`src/rtl/tlp_tx_arbiter.sv`:
```
// rtl/tlp_tx_arbiter.sv - packet-atomic N:1 TLP merger with one-beat output register; TLP_ARB_PKTCOUNT_EN builds per-channel packet counters
module tlp_tx_arbiter #(
  parameter int NUM_CHANS  = 2,
  parameter int DATA_WIDTH = 64,
  parameter bit FIXED_PRIO = 1'b0
) (
  input  logic                            pcieClk_in,
  input  logic                            reset_in,
  input  logic [NUM_CHANS*DATA_WIDTH-1:0] chData_in,
  input  logic [NUM_CHANS-1:0]            chSOP_in,
  input  logic [NUM_CHANS-1:0]            chEOP_in,
  input  logic [NUM_CHANS-1:0]            chValid_in,
  output logic [NUM_CHANS-1:0]            chReady_out,
  output logic [DATA_WIDTH-1:0]           txData_out,
  output logic                            txSOP_out,
  output logic                            txEOP_out,
  output logic                            txValid_out,
  input  logic                            txReady_in,
  output logic [$clog2(NUM_CHANS)-1:0]    grant_out,
  output logic [NUM_CHANS*32-1:0]         pktCount_out
);

  localparam int IW = $clog2(NUM_CHANS);

  typedef enum logic {UNLOCKED = 1'b0, LOCKED = 1'b1} state_e;

  state_e                 state_q;
  logic [IW-1:0]          owner_q;
  logic [IW-1:0]          last_grant_q;
  logic [IW-1:0]          grant_q;
  logic [DATA_WIDTH-1:0]  tx_data_q;
  logic                   tx_sop_q;
  logic                   tx_eop_q;
  logic                   tx_valid_q;

  logic                   free;
  logic                   any_valid;
  logic [IW-1:0]          winner;
  logic [IW-1:0]          sel;
  logic                   accept;
  logic                   acc_eop;

  // Output register can take a new beat when empty or being drained this cycle
  assign free      = !tx_valid_q || txReady_in;
  assign any_valid = |chValid_in;
  assign sel       = (state_q == LOCKED) ? owner_q : winner;
  assign accept    = chValid_in[sel] && chReady_out[sel];
  assign acc_eop   = chEOP_in[sel];

  // Winner among valid channels: lowest index, or rotating from the channel after the last grant
  always_comb begin
    int j;
    winner = '0;
    j      = 0;
    if (FIXED_PRIO) begin
      for (int i = NUM_CHANS - 1; i >= 0; i--) begin
        if (chValid_in[IW'(i)]) winner = IW'(i);
      end
    end else begin
      // Scan from farthest to nearest so the nearest valid channel is the last assignment
      for (int k = NUM_CHANS; k >= 1; k--) begin
        j = (int'(last_grant_q) + k) % NUM_CHANS;
        if (chValid_in[IW'(j)]) winner = IW'(j);
      end
    end
  end

  // One-hot ready toward the owner (locked) or the winner (unlocked); held low during reset
  always_comb begin
    chReady_out = '0;
    if (!reset_in && free && (state_q == LOCKED || any_valid)) begin
      chReady_out[sel] = 1'b1;
    end
  end

  // Packet lock FSM: a multi-beat TLP holds the pipe until its EOP beat is accepted
  always_ff @(posedge pcieClk_in or posedge reset_in) begin
    if (reset_in) begin
      state_q      <= UNLOCKED;
      owner_q      <= '0;
      last_grant_q <= IW'(NUM_CHANS - 1);
      grant_q      <= '0;
    end else if (accept) begin
      if (state_q == UNLOCKED) begin
        last_grant_q <= winner;
        grant_q      <= winner;
        if (!acc_eop) begin
          state_q <= LOCKED;
          owner_q <= winner;
        end
      end else if (acc_eop) begin
        state_q <= UNLOCKED;
      end
    end
  end

  // Output stage: load on acceptance, drop the beat once drained, hold under backpressure
  always_ff @(posedge pcieClk_in or posedge reset_in) begin
    if (reset_in) begin
      tx_data_q  <= '0;
      tx_sop_q   <= 1'b0;
      tx_eop_q   <= 1'b0;
      tx_valid_q <= 1'b0;
    end else if (accept) begin
      tx_data_q  <= chData_in[sel*DATA_WIDTH +: DATA_WIDTH];
      tx_sop_q   <= chSOP_in[sel];
      tx_eop_q   <= acc_eop;
      tx_valid_q <= 1'b1;
    end else if (txReady_in) begin
      tx_valid_q <= 1'b0;
    end
  end

  assign txData_out  = tx_data_q;
  assign txSOP_out   = tx_sop_q;
  assign txEOP_out   = tx_eop_q;
  assign txValid_out = tx_valid_q;
  assign grant_out   = grant_q;

`ifdef TLP_ARB_PKTCOUNT_EN
  for (genvar g = 0; g < NUM_CHANS; g++) begin : g_cnt
    logic [31:0] cnt_q;

    // Count completed TLPs per channel; wraps naturally at 32 bits
    always_ff @(posedge pcieClk_in or posedge reset_in) begin
      if (reset_in) begin
        cnt_q <= '0;
      end else if (accept && acc_eop && (sel == IW'(g))) begin
        cnt_q <= cnt_q + 32'd1;
      end
    end

    assign pktCount_out[g*32 +: 32] = cnt_q;
  end
`else
  assign pktCount_out = '0;
`endif

endmodule

```
`config.mk`:
```
export PLATFORM = sky130hd
export DESIGN_NAME = tlp_tx_arbiter
export DESIGN_NICKNAME = d
export VERILOG_FILES = /design/src/rtl/tlp_tx_arbiter.sv
export SDC_FILE = /design/constraint.sdc
export NUM_CORES = 1
export LEC_CHECK = 0
export ABC_AREA = 1
export CORE_MARGIN = 2
export CORE_UTILIZATION = 38
export CTS_BUF_LIST = sky130_fd_sc_hd__clkbuf_4
export DETAILED_ROUTE_END_ITERATION = 8
export HOLD_SLACK_MARGIN = 0.12
export PLACE_DENSITY = 0.84
export SETUP_SLACK_MARGIN = 0.05
export SKIP_CTS_REPAIR_TIMING = 1
export SYNTH_ARGS = -nofsm -noshare
export SYNTH_HDL_FRONTEND = slang
export SYNTH_SLANG_ARGS = --single-unit
```
`constraint.sdc`:
```
create_clock -name pcieClk_in -period 5 [get_ports pcieClk_in]
set_clock_uncertainty 0.1 [all_clocks]
set_input_delay 0.75 -clock pcieClk_in [delete_from_list [all_inputs] [get_ports pcieClk_in]]
set_output_delay 0.75 -clock pcieClk_in [all_outputs]
set_load 0.05 [all_outputs]
```
Figure 1. Signal wires on met1.
Scale bar: 20 um. Cells faint in the background.
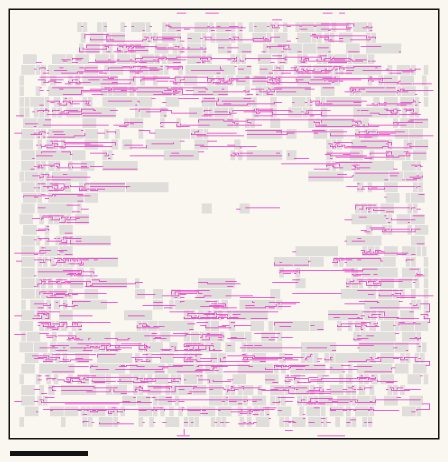
longest straight run	58.9 um
share of all routed wire	39%
nets with wire on the layer	741
main direction	horizontal
wire length on this layer	4,560 um
Post-Route WL: 11,500 um
DR vias: 4,154
grt met1 use: 21.9%

Figure 2. The metal 2 layer.
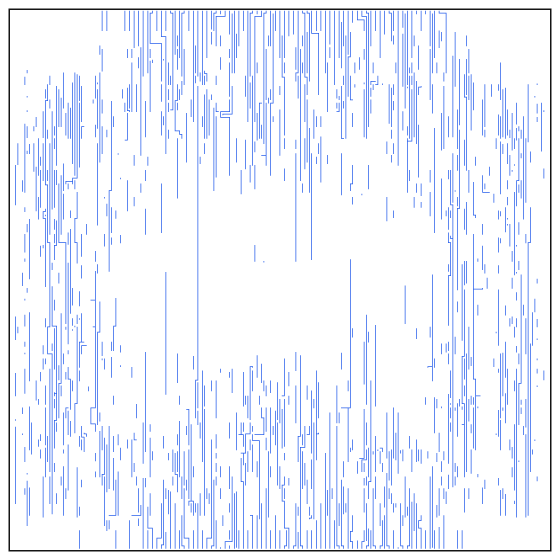
share of all routed wire	51%
wire length on this layer	5,830 um
longest straight run	59.3 um
main direction	vertical
met2 usage: 33.6%

Figure 3. Met3 routing.
Scale bar: 20 um.
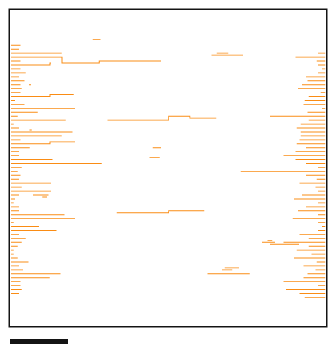
nets with wire on the layer	138
longest straight run	31.1 um
main direction	horizontal
share of all routed wire	9.4%
met3 Use GR: 6.52%

Figure 4. Clock nets.
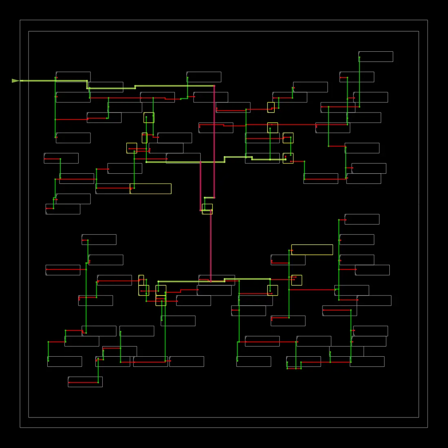
clk_buf instances: 9
flip-flops: 71
P_clk: 0.000402 W

==> metrics.cfg <==
[outcome]
status = finished clean

[placement]
dp_cells = 919
port_buffers = 206
placed_area_um2 = 6050

[clocking]
clock_latency_ps = 390
cts-root-buf = clkbuf_4
clockBufferDepth = 2
cts_buffers = 9

[yosys]
common_cells = nand2_1, buf_4, nand3_1
largest_area_cell = dfrtp_1
syn_area_per_cell_um2 = 6.96
top_cell_area_share_pct = 41.7
top_cells_by_area = dfrtp_1, nand2_1, buf_4, nand3_1, buf_2
simple_gate_share_pct = 40.2
ys_sh_aoi_pct = 0.477
syn_area_um2 = 4200
yosysWarnings = 0
edf_count = 0
ys_area_um2 = 4200

[pwr]
p_comb_share_pct = 65.7
intPower_w = 0.00183
ir_drop_v = 0.000358
p_sw_w = 0.00217
power_w = 0.00400
pwr-share-seq_pct = 24.2
leakage_nw = 3.24
comb-power_w = 0.00263

[sta]
holdWs_ps = 388
fmax_ghz = 0.288
rsz0062_at_grt = no
hold_viol = 0
worst_slew_pin_slew_ps = 900
finalCriticalPeriod_ps = 3470

[worst_setup_path]
cp_cell_sequence = clkdlybuf4s50_1 > inv_1 > nand2_1 > nand2_1 > nor2_4 > inv_2 > nor2_1 > clkdlybuf4s50_1
rr_startpoint = state_q$_DFFE_PP0P_
slowest_stage = clkdlybuf4s50_1
crit_family = buffers and inverters
cp.depth = 8
required_ps = 4150
reg2reg_to = txData_out[21]$_DFFE_PP0P_

[global_routing]
grt_busiest_layer = met2
grt_use_total_pct = 18.9
gr-total-overflow = 0
grt_pass1_vias = 3650

[layout]
buf_share_pct = 34.1
fin_nets = 927
fin_cells = 935

[worst_hold_path]
whs_path_depth = 2
hp-class = reg2reg
min-delay-start = txData_out[59]$_DFFE_PP0P_

[floorplan]
fp_util_pct = 38.9
chip_area_um2 = 11900

[detailed_routing]
first_iter_violations = 191

Power is estimated from default activity; no workload was simulated.
